[src/rtl/wb_pkg.sv]
// Shared types and constants for the writeback stage and its load aligner.
package wb_pkg;

  localparam int unsigned SRC_ALU = 0;
  localparam int unsigned SRC_MEM = 1;
  localparam int unsigned SRC_PC  = 2;

  typedef enum logic [1:0] {
    MS_WORD = 2'b00,
    MS_HALF = 2'b01,
    MS_BYTE = 2'b10
  } mem_size_t;

  // Width-independent control fields of the stage register.
  typedef struct packed {
    logic      wb_en;
    mem_size_t mem_size;
    logic      mem_signed;
    logic      ret;
  } wb_ctrl_t;

  // Encoding 2'b11 is treated as a word access.
  function automatic mem_size_t decode_size(input logic [1:0] s);
    case (s)
      2'b01:   return MS_HALF;
      2'b10:   return MS_BYTE;
      default: return MS_WORD;
    endcase
  endfunction

endpackage

[src/rtl/wb_stage_p_if.sv]
// Instruction input bundle and register-file commit outputs of the writeback stage.
interface wb_stage_p_if #(
  parameter int unsigned DATA_W = 16,
  parameter int unsigned ADDR_W = 4,
  parameter int unsigned NSRC   = 3
);
  localparam int unsigned SEL_W = $clog2(NSRC);
  localparam int unsigned OFF_W = $clog2(DATA_W / 8);

  logic                   in_valid;
  logic                   in_wb_en;
  logic [ADDR_W-1:0]      in_wb_addr;
  logic [SEL_W-1:0]       in_src_sel;
  logic [NSRC*DATA_W-1:0] in_src_data;
  logic [1:0]             in_mem_size;
  logic                   in_mem_signed;
  logic [OFF_W-1:0]       in_byte_off;
  logic                   in_ret;
  logic [DATA_W-1:0]      in_pcret;

  logic                   reg_we;
  logic [ADDR_W-1:0]      reg_waddr;
  logic [DATA_W-1:0]      reg_wdata;
  logic                   ret;
  logic [DATA_W-1:0]      pcret;

  modport master (
    output in_valid, in_wb_en, in_wb_addr, in_src_sel, in_src_data,
           in_mem_size, in_mem_signed, in_byte_off, in_ret, in_pcret,
    input  reg_we, reg_waddr, reg_wdata, ret, pcret
  );

  modport slave (
    input  in_valid, in_wb_en, in_wb_addr, in_src_sel, in_src_data,
           in_mem_size, in_mem_signed, in_byte_off, in_ret, in_pcret,
    output reg_we, reg_waddr, reg_wdata, ret, pcret
  );
endinterface

[src/rtl/wb_load_align.sv]
// Sub-word load alignment: selects byte/half at the given offset and sign/zero extends.
module wb_load_align
  import wb_pkg::*;
#(
  parameter int unsigned DATA_W = 16,
  parameter int unsigned OFF_W  = $clog2(DATA_W / 8)
) (
  input  logic [DATA_W-1:0] data,
  input  mem_size_t         size,
  input  logic              mem_signed,
  input  logic [OFF_W-1:0]  off,
  output logic [DATA_W-1:0] aligned
);

  logic [7:0]  byte_v;
  logic [15:0] half_v;

  always_comb begin
    // Halfword offset drops the low byte-offset bit; out-of-range shifts yield zero.
    byte_v  = 8'(data >> {off, 3'b000});
    half_v  = 16'(data >> {off >> 1, 4'b0000});
    aligned = data;
    case (size)
      MS_BYTE: begin
        aligned      = {DATA_W{mem_signed & byte_v[7]}};
        aligned[7:0] = byte_v;
      end
      MS_HALF: begin
        aligned       = {DATA_W{mem_signed & half_v[15]}};
        aligned[15:0] = half_v;
      end
      default: aligned = data;
    endcase
  end

endmodule

[src/rtl/wb_stage_p.sv]
// MEM/WB writeback stage: stall/flush stage register, single-commit write, bypass register, counters.
module wb_stage_p
  import wb_pkg::*;
#(
  parameter int unsigned DATA_W  = 16,
  parameter int unsigned ADDR_W  = 4,
  parameter int unsigned NSRC    = 3,
  parameter int unsigned CNT_W   = 16,
  parameter bit          R0_ZERO = 1'b1
) (
  input  logic              clk,
  input  logic              rst_n,
  input  logic              stall,
  input  logic              flush,
  wb_stage_p_if.slave       bus,
  output logic              byp_valid,
  output logic [ADDR_W-1:0] byp_addr,
  output logic [DATA_W-1:0] byp_data,
  output logic [CNT_W-1:0]  retire_cnt,
  output logic [CNT_W-1:0]  bubble_cnt
);

  localparam int unsigned SEL_W = $clog2(NSRC);
  localparam int unsigned OFF_W = $clog2(DATA_W / 8);

  logic                   valid_q;
  logic                   done_q;
  wb_ctrl_t               ctrl_q;
  logic [ADDR_W-1:0]      waddr_q;
  logic [SEL_W-1:0]       sel_q;
  logic [NSRC*DATA_W-1:0] src_q;
  logic [OFF_W-1:0]       off_q;
  logic [DATA_W-1:0]      pcret_q;

  logic                   commit;
  logic                   we;
  logic [DATA_W-1:0]      aligned;
  logic [DATA_W-1:0]      wdata;

  always_ff @(posedge clk or negedge rst_n) begin
    if (!rst_n) begin
      valid_q <= 1'b0;
      done_q  <= 1'b0;
      ctrl_q  <= '0;
      waddr_q <= '0;
      sel_q   <= '0;
      src_q   <= '0;
      off_q   <= '0;
      pcret_q <= '0;
    end else if (flush) begin
      valid_q <= 1'b0;
      done_q  <= 1'b0;
    end else if (stall) begin
      // A held entry marks itself done on its commit edge so it never writes twice.
      done_q <= done_q | valid_q;
    end else begin
      valid_q         <= bus.in_valid;
      done_q          <= 1'b0;
      ctrl_q.wb_en    <= bus.in_wb_en;
      ctrl_q.mem_size <= decode_size(bus.in_mem_size);
      ctrl_q.mem_signed <= bus.in_mem_signed;
      ctrl_q.ret      <= bus.in_ret;
      waddr_q         <= bus.in_wb_addr;
      sel_q           <= bus.in_src_sel;
      src_q           <= bus.in_src_data;
      off_q           <= bus.in_byte_off;
      pcret_q         <= bus.in_pcret;
    end
  end

  wb_load_align #(
    .DATA_W (DATA_W),
    .OFF_W  (OFF_W)
  ) u_align (
    .data       (src_q[SRC_MEM*DATA_W +: DATA_W]),
    .size       (ctrl_q.mem_size),
    .mem_signed (ctrl_q.mem_signed),
    .off        (off_q),
    .aligned    (aligned)
  );

  always_comb begin
    wdata = '0;
    for (int unsigned k = 0; k < NSRC; k++) begin
      if (sel_q == SEL_W'(k)) begin
        wdata = (k == SRC_MEM) ? aligned : src_q[k*DATA_W +: DATA_W];
      end
    end
  end

  assign commit = valid_q & ~done_q;
  assign we     = commit & ctrl_q.wb_en & ~(R0_ZERO && (waddr_q == '0));

  assign bus.reg_we    = we;
  assign bus.reg_waddr = waddr_q;
  assign bus.reg_wdata = wdata;
  assign bus.ret       = commit & ctrl_q.ret;
  assign bus.pcret     = pcret_q;

  always_ff @(posedge clk or negedge rst_n) begin
    if (!rst_n) begin
      byp_valid  <= 1'b0;
      byp_addr   <= '0;
      byp_data   <= '0;
      retire_cnt <= '0;
      bubble_cnt <= '0;
    end else begin
      if (we) begin
        byp_valid <= 1'b1;
        byp_addr  <= waddr_q;
        byp_data  <= wdata;
      end
      if (commit)   retire_cnt <= retire_cnt + CNT_W'(1);
      if (!valid_q) bubble_cnt <= bubble_cnt + CNT_W'(1);
    end
  end

endmodule

[src/flat_wrapper.sv]
// flat-port wrapper written by rule: the top's interface ports become plain ports
module wb_stage_p_flat import wb_pkg::*;
#(
  parameter int unsigned DATA_W  = 16,
  parameter int unsigned ADDR_W  = 4,
  parameter int unsigned NSRC    = 3,
  parameter int unsigned CNT_W   = 16,
  parameter bit          R0_ZERO = 1'b1
)
  (clk, rst_n, stall, flush, byp_valid, byp_addr, byp_data, retire_cnt, bubble_cnt, bus_in_valid, bus_in_wb_en, bus_in_wb_addr, bus_in_src_sel, bus_in_src_data, bus_in_mem_size, bus_in_mem_signed, bus_in_byte_off, bus_in_ret, bus_in_pcret, bus_reg_we, bus_reg_waddr, bus_reg_wdata, bus_ret, bus_pcret);
  wb_stage_p_if #(.DATA_W(DATA_W), .ADDR_W(ADDR_W), .NSRC(NSRC)) bus_i ();
  input  logic clk;
  input  logic rst_n;
  input  logic stall;
  input  logic flush;
  output logic byp_valid;
  output logic [ADDR_W-1:0] byp_addr;
  output logic [DATA_W-1:0] byp_data;
  output logic [CNT_W-1:0] retire_cnt;
  output logic [CNT_W-1:0] bubble_cnt;
  input wire logic [$bits(bus_i.in_valid)-1:0] bus_in_valid;
  input wire logic [$bits(bus_i.in_wb_en)-1:0] bus_in_wb_en;
  input wire logic [$bits(bus_i.in_wb_addr)-1:0] bus_in_wb_addr;
  input wire logic [$bits(bus_i.in_src_sel)-1:0] bus_in_src_sel;
  input wire logic [$bits(bus_i.in_src_data)-1:0] bus_in_src_data;
  input wire logic [$bits(bus_i.in_mem_size)-1:0] bus_in_mem_size;
  input wire logic [$bits(bus_i.in_mem_signed)-1:0] bus_in_mem_signed;
  input wire logic [$bits(bus_i.in_byte_off)-1:0] bus_in_byte_off;
  input wire logic [$bits(bus_i.in_ret)-1:0] bus_in_ret;
  input wire logic [$bits(bus_i.in_pcret)-1:0] bus_in_pcret;
  output wire logic [$bits(bus_i.reg_we)-1:0] bus_reg_we;
  output wire logic [$bits(bus_i.reg_waddr)-1:0] bus_reg_waddr;
  output wire logic [$bits(bus_i.reg_wdata)-1:0] bus_reg_wdata;
  output wire logic [$bits(bus_i.ret)-1:0] bus_ret;
  output wire logic [$bits(bus_i.pcret)-1:0] bus_pcret;
  assign bus_i.in_valid = bus_in_valid;
  assign bus_i.in_wb_en = bus_in_wb_en;
  assign bus_i.in_wb_addr = bus_in_wb_addr;
  assign bus_i.in_src_sel = bus_in_src_sel;
  assign bus_i.in_src_data = bus_in_src_data;
  assign bus_i.in_mem_size = bus_in_mem_size;
  assign bus_i.in_mem_signed = bus_in_mem_signed;
  assign bus_i.in_byte_off = bus_in_byte_off;
  assign bus_i.in_ret = bus_in_ret;
  assign bus_i.in_pcret = bus_in_pcret;
  assign bus_reg_we = bus_i.reg_we;
  assign bus_reg_waddr = bus_i.reg_waddr;
  assign bus_reg_wdata = bus_i.reg_wdata;
  assign bus_ret = bus_i.ret;
  assign bus_pcret = bus_i.pcret;
  wb_stage_p #(.DATA_W(DATA_W), .ADDR_W(ADDR_W), .NSRC(NSRC), .CNT_W(CNT_W), .R0_ZERO(R0_ZERO)) u_core (.clk(clk), .rst_n(rst_n), .stall(stall), .flush(flush), .bus(bus_i), .byp_valid(byp_valid), .byp_addr(byp_addr), .byp_data(byp_data), .retire_cnt(retire_cnt), .bubble_cnt(bubble_cnt));
endmodule
[config.mk]
export PLATFORM = sky130hd
export DESIGN_NAME = wb_stage_p_flat
export DESIGN_NICKNAME = d
export VERILOG_FILES = /design/src/rtl/wb_pkg.sv /design/src/rtl/wb_stage_p_if.sv /design/src/rtl/wb_load_align.sv /design/src/rtl/wb_stage_p.sv /design/src/flat_wrapper.sv
export SDC_FILE = /design/constraint.sdc
export NUM_CORES = 1
export LEC_CHECK = 0
export ABC_AREA = 1
export CORE_MARGIN = 2
export CORE_UTILIZATION = 43
export CTS_BUF_LIST = sky130_fd_sc_hd__clkbuf_4 sky130_fd_sc_hd__clkbuf_8 sky130_fd_sc_hd__clkbuf_16
export CTS_CLUSTER_SIZE = 10
export DETAILED_ROUTE_END_ITERATION = 10
export PLACE_DENSITY = 0.79
export SLEW_MARGIN = 20
export SYNTH_ARGS = -nofsm -noshare
export SYNTH_HDL_FRONTEND = slang
export SYNTH_SLANG_ARGS = --single-unit
[constraint.sdc]
create_clock -name clk -period 1.5 [get_ports clk]
set_clock_uncertainty 0.15 [all_clocks]
set_input_delay 0.15 -clock clk [delete_from_list [all_inputs] [get_ports clk]]
set_output_delay 0.15 -clock clk [all_outputs]
set_load 0.02 [all_outputs]
### Sequential cells grouped by signal name, run 1

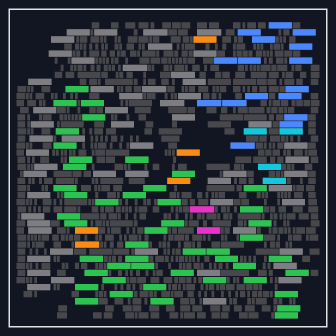
legend:
  green:
    signal: u_core.src_q
    sequential_cells: 48
  magenta:
    signal: u_core.sel_q
    sequential_cells: 2
  cyan:
    signal: u_core.byp_addr
    sequential_cells: 4
    where: middle right
  blue:
    signal: u_core.retire_cnt
    sequential_cells: 16
    where: upper right
  orange:
    signal: u_core.ctrl_q
    sequential_cells: 5
not coloured: 56

### Clock wiring as the flow saved it, run 1

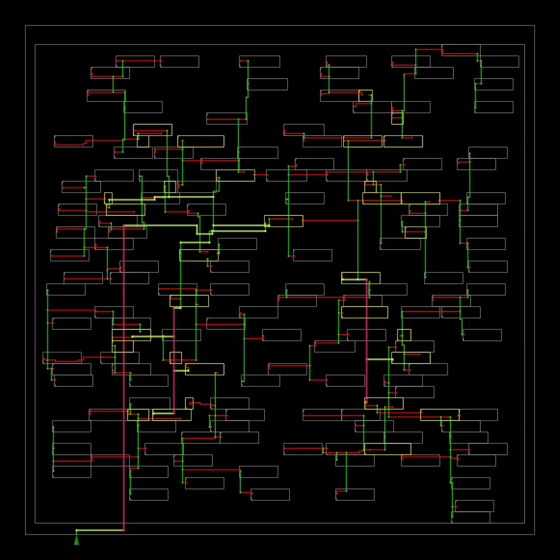
CTS sink cnt: 131
sequential cell count: 131
layout clock buffer count: 20
Clk power: 4.28 mW
Clock Latency Late Sink: 0.41 ns

### Zoomed window, run 1

Region (5, 66) to (55, 116) um. Cells in grey, sequential cells in the stronger grey; small squares are vias.
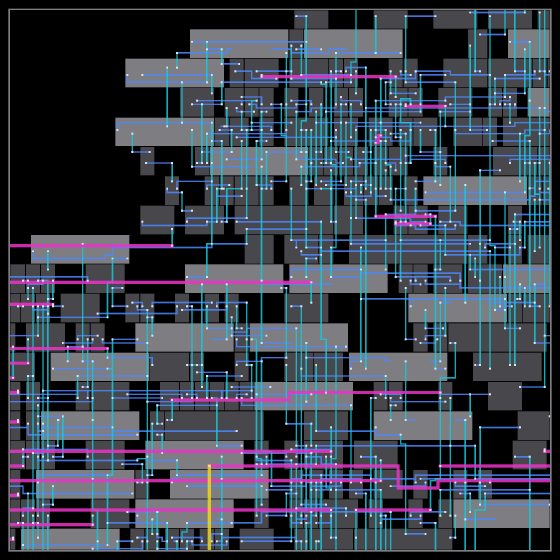
legend:
  yellow:
    layer: M4
  blue:
    layer: M1
  magenta:
    layer: M3
  cyan:
    layer: M2
netlist names of flops here include: u_core.bubble_cnt (9), u_core.src_q (6), u_core.bus.pcret (5)
cells with their middle in the window: 189
most frequent: nand2_1 (81), dfrtp_1 (22), inv_1 (12)
sequential cells in the window: 23

==> flow_metrics.py, run 1 <==
# Synthesis and PnR figures
metrics = {
    "run_status": {
        "status": "complete, but fails checks",
        "violations": "negative setup slack",
    },
    "timing": {
        "fin_ws_ns": -0.357,
        "period_needed_ns": 1.86,
        "setup_viol": 18,
        "setup_tns_ns": -5.40,
    },
    "floorplanning": {
        "core_area_mm2": 0.0133,
        "design.die.area_mm2": 0.0148,
    },
    "critical_path": {
        "r2r_setup_slack_ns": -0.05,
        "worstPathArrival_ns": 1.56,
        "reg2reg_depth": 11,
    },
    "drt": {
        "wl_met2_mm": 7.93,
        "wire_per_inst_um": 14.1,
        "vias_per_cell": 4.79,
    },
    "power_and_ir_drop": {
        "p_comb_mw": 3.79,
    },
    "global_route": {
        "grt_max_degree": 63,
    },
    "synthesis": {
        "yosys-top-cells-count": "nand2_1 (324), dfrtp_1 (131), inv_1 (80), o21ai_0 (43), nand3_1 (29)",
        "syn_avg_cell_area_um2": 8.23,
    },
    "final_layout": {
        "final_common_cell": "nand2_1",
        "drive_gt1_frac": 0.245,
    },
}
[run 1: registers in the layout (all words and copies together) (netlist names)]
name,count
u_core.bubble_cnt,16
u_core.bus.pcret,16
u_core.bus.reg_waddr,4
u_core.byp_addr,4
u_core.byp_data,16
u_core.byp_valid,1
u_core.ctrl_q,5
u_core.done_q,1
u_core.off_q,1
u_core.retire_cnt,16
u_core.sel_q,2
u_core.src_q,48
u_core.valid_q,1
[run 1: repair_timing]
action                                 4_1_cts  5_1_grt
gates resized                              251       65
endpoints found under the hold margin      131        0
setup buffers                                8       14
setup endpoints to repair                   98       65
hold buffers                                 1        0
pin swaps                                    9       26
[run 1: area by class of cell]
| class | count | area, um^2 | area share |
|---|---|---|---|
| sequential | 131 | 3290 | 0.354 |
| clock buffer | 20 | 467 | 0.0502 |
| inverter | 85 | 329 | 0.0354 |
| clock inverter | 12 | 155 | 0.0167 |
| multi-input combinational | 485 | 2520 | 0.271 |
| timing repair buffer | 243 | 2310 | 0.249 |
| tap | 176 | 220 | 0.0237 |
[run 1: kinds of logic (layout without fill, tap and decap cells)]
family	count (synthesis)	after routing	share of synthesized area
xor+xnor	20	20	0.0295
buf+inv	105	360	0.0727
compound gates	59	59	0.0529
fa+ha+maj	2	2	0.00421
flops	131	131	0.552
simple gates	404	404	0.289
[run 1: critical path, stage by stage (launching register included)]
cell and delay [ns]:
dfrtp_2 0.45, nand2_4 0.10, inv_4 0.05, buf_4 0.13, o21ai_2 0.13, nand2_1 0.09, nand2_2 0.09, buf_6 0.12
[run 1: stage by stage]
stage	worst slack (ns)	instance area, um^2	instances	utilization
after floorplan	0.0110	5960	721	-
after global placement	-0.430	8240	1098	0.617
after detailed placement	-0.485	8240	1098	0.617
after CTS	-0.367	9000	1139	0.674
after global routing	-0.443	9300	1152	0.697
final	-0.357	9300	1152	0.697
==> run 2, diff against run 1 <==
GPL_ROUTABILITY_DRIVEN = 0   (was unset)
### Clock wiring as the flow saved it, run 2

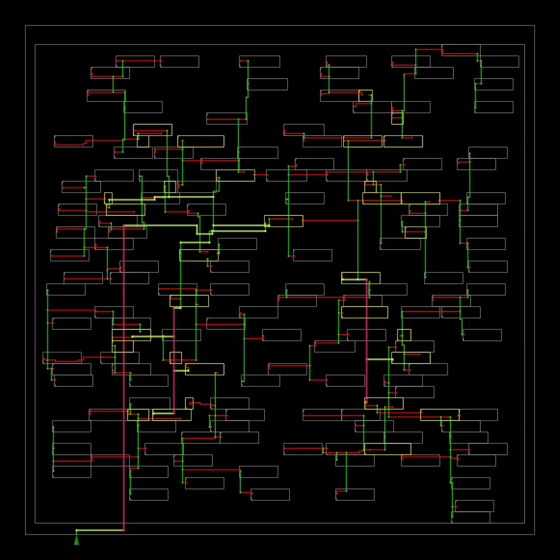
CTS buffer count: 17

==> run 2 against run 1 <==
  * The flow still finishes with violations (negative setup slack)
  * First-iteration DRC count is the same
  * Cell count is the same
  * Sequential power is essentially flat
  * Sequential share of layout area is the same
  * Maximum frequency is the same
  * Total power is the same
  * Register-to-register slack is essentially flat
  * Global-route usage is the same
  * Wire length is the same
  * Clock power is essentially flat
  * Worst hold slack is the same
  * Count of clock-buffer cells in the layout is the same
==> flow_metrics.py, run 2 <==
# Synthesis and PnR figures
metrics = {
    "final_layout": {
        "regArea_mm2": 0.00329,
        "ff_count": 131,
        "largest_reg_flops": 48,
        "final_util": 0.697,
        "inverters": 85,
        "largest_cell_class": "registers",
        "seq_share": 0.354,
        "drive_gt1_frac": 0.245,
        "buf_share": 0.249,
        "comb_cells": 485,
        "clk_share": 0.0669,
        "logic_area_mm2": 0.00252,
        "fin_cells": 1152,
        "comb_share": 0.271,
        "fin_area_mm2": 0.00930,
        "largest_register": "u_core.src_q",
        "final_common_cell": "nand2_1",
        "synthToLayoutAreaGrowth_pct": 56.6,
        "nClkBuffers": 20,
        "n_all_buffers": 243,
    },
    "critical_path": {
        "end_kind": "output pin",
        "reg2reg_depth": 11,
        "rr_endpoint": "u_core.byp_data[15]",
        "worstPathArrival_ns": 1.56,
        "r2r_setup_slack_ns": -0.05,
        "crit_type": "register to output pin",
    },
    "place": {
        "port_buffers": 171,
        "place_area_mm2": 0.00824,
        "dp_slack_ns": -0.485,
        "placed_cells": 1098,
    },
    "power_and_ir_drop": {
        "p_comb_mw": 3.79,
        "p_clk_frac": 0.335,
        "powerClk_mw": 4.28,
    },
    "synthesis": {
        "syn_avg_cell_area_um2": 8.23,
        "yosys-top-cells-count": "nand2_1 (324), dfrtp_1 (131), inv_1 (80), o21ai_0 (43), nand3_1 (29)",
        "top_cells_by_area": "dfrtp_1 (55%), nand2_1 (20%), inv_1 (5.1%), o21ai_0 (3.6%), nand3_1 (2.4%)",
    },
    "clock_tree": {
        "insertion_delay_ns": 0.41,
        "cts_sinks": 131,
    },
    "timing": {
        "setup_viol": 18,
        "hold-worst-slack_ns": 0.0390,
        "fin_ws_ns": -0.357,
        "setup_tns_ns": -5.40,
    },
    "floorplanning": {
        "design.die.area_mm2": 0.0148,
        "core_area_mm2": 0.0133,
        "nWellTaps": 176,
    },
    "drt": {
        "vias_per_cell": 4.79,
        "wire_per_inst_um": 14.1,
    },
    "run_status": {
        "violations": "negative setup slack",
        "status": "complete, but fails checks",
    },
    "global_route": {
        "grt_max_degree": 63,
    },
}
### Sequential cells grouped by signal name, run 2

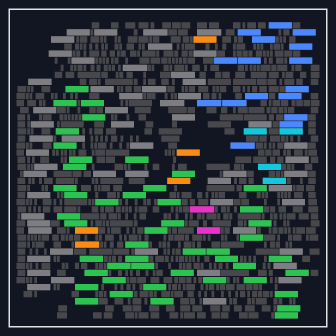
legend:
  magenta:
    signal: u_core.sel_q
    sequential_cells: 2
  cyan:
    signal: u_core.byp_addr
    sequential_cells: 4
    where: middle right
  orange:
    signal: u_core.ctrl_q
    sequential_cells: 5
  green:
    signal: u_core.src_q
    sequential_cells: 48
  blue:
    signal: u_core.retire_cnt
    sequential_cells: 16
    where: upper right
not coloured: 56

-- run 2: cell counts in the layout (fill, tap and decap cells not counted) --
No cell type changed its count.
-- run 2: per-layer routing --
| metal | routed length [um] | up-vias | track usage |
|---|---|---|---|
| met5 | 0 | - | 0 |
| met3 | 1180 | 21 | 0.0728 |
| met1 | 6880 | 2613 | 0.279 |
| li1 | - | 2719 | - |
| met4 | 251 | 0 | 0.0769 |
| met2 | 7930 | 160 | 0.364 |
-- run 2: logic make-up (layout without fill, tap and decap cells) --
kind of cell	count (synthesis)	in the layout	synth area share
AOI/OAI and AO/OA	59	59	0.0529
xor gates and xnor gates	20	20	0.0295
adders and majority gates	2	2	0.00421
buffers and inverters	105	360	0.0727
DFF	131	131	0.552
and+or+nand+nor	404	404	0.289
-- run 2: repair_timing --
item                                    4_1_cts  5_1_grt
gates resized                               251       65
hold endpoints to repair                    131        0
endpoints found under the setup margin       98       65
buffers inserted                              8       14
pin swaps                                     9       26
hold buffers                                  1        0
-- run 2: critical path, stage by stage, from the launching register on --
cell     delay [ns]
dfrtp_2        0.45
nand2_4        0.10
inv_4          0.05
buf_4          0.13
o21ai_2        0.13
nand2_1        0.09
nand2_2        0.09
buf_6          0.12
-- run 2: how the worst max path moves through the flow --
stage	from	end	slack (ns)	cells past startpoint
final	u_core.ctrl_q[3]	bus_reg_wdata[7]	-0.36	7
after global routing	u_core.ctrl_q[2]	bus_reg_wdata[11]	-0.44	8
after CTS	u_core.off_q	bus_reg_wdata[11]	-0.37	8
after detailed placement	u_core.sel_q[0]	bus_reg_wdata[10]	-0.48	7
after global placement	u_core.sel_q[0]	bus_reg_wdata[7]	-0.43	7
after floorplan	u_core.bubble_cnt[1]	u_core.bubble_cnt[8]	0.01	8
### Selected gate families, run 2

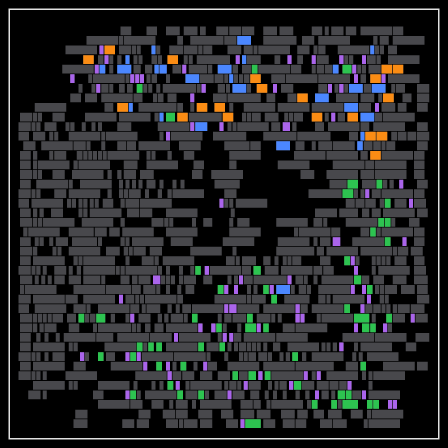

==> run 3, diff against run 2 <==
RECOVER_POWER = 25   (was unset)
### Selected gate families, run 3

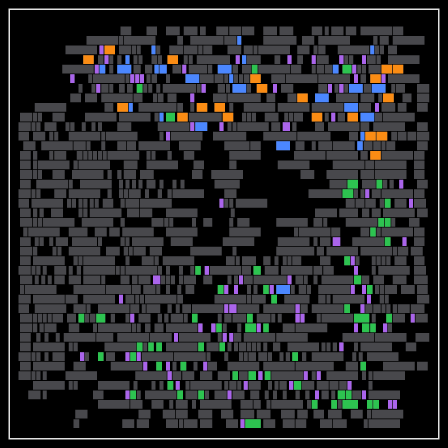
legend:
  blue:
    family: nor cells
    cells: 26
  purple:
    family: inv cells
    cells: 85
  orange:
    family: xor and xnor cells
    cells: 20
  green:
    family: aoi and oai cells
    cells: 59

### Zoomed window, run 3

Region (5, 66) to (55, 116) um. Cells in grey, sequential cells in the stronger grey; small squares are vias.
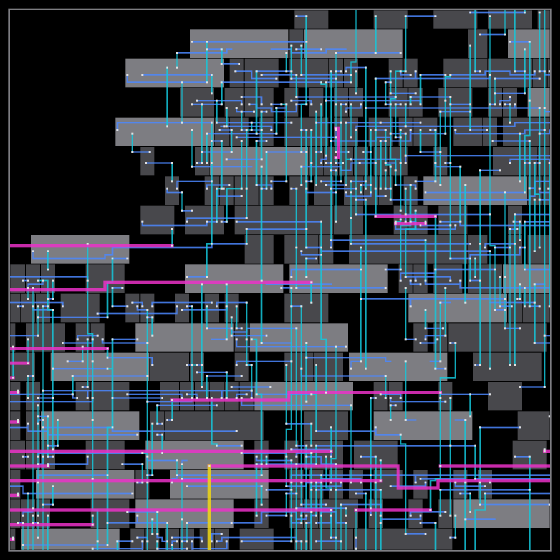
legend:
  blue:
    layer: M1
  cyan:
    layer: M2
  magenta:
    layer: M3
  yellow:
    layer: M4
netlist names of flops here include: u_core.bubble_cnt (9), u_core.src_q (6), u_core.bus.pcret (5)
sequential cells in the window: 23
cells with their middle in the window: 189
most frequent: nand2_1 (81), dfrtp_1 (22), inv_1 (12)

==> run 3 against run 2 <==
  * The flow still finishes with violations (negative setup slack)
  * Sequential power barely moved
  * Worst setup slack got worse by 0.0012 ns
  * Global-route usage did not move
  * Register-to-register slack got worse by 0.07 ns
  * Clock power barely moved
  * Critical endpoint unchanged
  * Count of clock-buffer cells in the layout did not move
  * Via count rose by 0.22%
  * Combinational power barely moved
  * Synthesized cell count did not move
  * Utilization fell by 0.17 points
  * Largest power group unchanged
  * Sequential cell count did not move
  * Maximum frequency barely moved
==> flow_metrics.py, run 3 <==
# Synthesis and PnR figures
metrics = {
    "synthesis": {
        "xor_area_frac": 0.0295,
        "syn_avg_cell_area_um2": 8.23,
        "yosys.area_share.adder": 0.00421,
        "yosys-top-cells-count": "nand2_1 (324), dfrtp_1 (131), inv_1 (80), o21ai_0 (43), nand3_1 (29)",
        "logic_family": "simple AND/OR/NAND/NOR gates",
        "top_cells_by_area": "dfrtp_1 (55%), nand2_1 (20%), inv_1 (5.1%), o21ai_0 (3.6%), nand3_1 (2.4%)",
    },
    "final_layout": {
        "synthToLayoutAreaGrowth_pct": 56.2,
        "largest_reg_flops": 48,
        "drive_gt1_frac": 0.243,
        "regArea_mm2": 0.00329,
        "largest_register": "u_core.src_q",
        "final_util": 0.695,
    },
    "clock_tree": {
        "postCtsResizedCells": 251,
        "hold_buffers": 1,
        "cts_sinks": 131,
    },
    "critical_path": {
        "crit_family": "flip-flops",
        "end_kind": "output pin",
        "worstPathArrival_ns": 1.56,
        "path_buffers": 3,
        "max_stage_delay_ns": 0.45,
        "cp_slowest_cell": "dfrtp_2",
    },
    "timing": {
        "setup_viol": 28,
        "setup_tns_ns": -5.90,
        "fin_ws_ns": -0.358,
    },
    "run_status": {
        "status": "complete, but fails checks",
        "violations": "negative setup slack",
    },
    "place": {
        "port_buffers": 171,
    },
    "floorplanning": {
        "design.die.area_mm2": 0.0148,
        "core_area_mm2": 0.0133,
    },
    "drt": {
        "wire_per_inst_um": 14.1,
    },
}
==> run 3: final timing paths <==
check                                     from  cells after the start              endpoint  slack (ns)
max in group asynchronous                rst_n                      3  u_core.retire_cnt[3]        0.15
min reg2reg                u_core.bus.pcret[4]                      2   u_core.bus.pcret[4]        0.31
max reg2reg                     u_core.valid_q                      6  u_core.bubble_cnt[7]       -0.12
min in group asynchronous                rst_n                      2   u_core.bus.pcret[7]        0.21
min                            bus_in_pcret[2]                      3   u_core.bus.pcret[2]        0.12
max                           u_core.ctrl_q[3]                      7      bus_reg_wdata[7]       -0.36
==> run 3: final cells by class <==
| cell class | instances | area share |
|---|---|---|
| multi-input combinational | 485 | 0.271 |
| inverter | 85 | 0.0355 |
| timing repair buffer | 243 | 0.248 |
| clock inverter | 12 | 0.0167 |
| sequential | 131 | 0.355 |
| tap | 176 | 0.0237 |
| clock buffer | 20 | 0.0503 |
==> run 3: through the flow <==
step                area, um^2  cells
floorplan                 5960    721
global placement          8240   1098
detailed placement        8240   1098
CTS                       9000   1139
global route              9280   1152
finish                    9280   1152
==> run 3: layer usage <==
metal | routed length [um] | global-route usage
met5 | 0 | 0
met2 | 7960 | 0.364
met4 | 246 | 0.0769
met3 | 1160 | 0.0728
met1 | 6890 | 0.279
==> run 3: worst min-delay path, cell delays in order <==
cell and delay (ns):
clkdlybuf4s50_1 0.39, nand2_1 0.06, nand2_1 0.04
==> run 3: power groups by stage <==
stage | clock (mW) | sequential [mW] | combinational, mW
2_1_floorplan | 0 | 5.19 | 1.21
3_5_place_dp | 0 | 4.72 | 3.69
6_report | 4.28 | 4.70 | 3.78
5_1_grt | 4.50 | 4.76 | 4.11
3_3_place_gp | 0 | 4.69 | 3.61
4_1_cts | 4.34 | 4.67 | 3.59
Power and IR drop assume default switching activity.
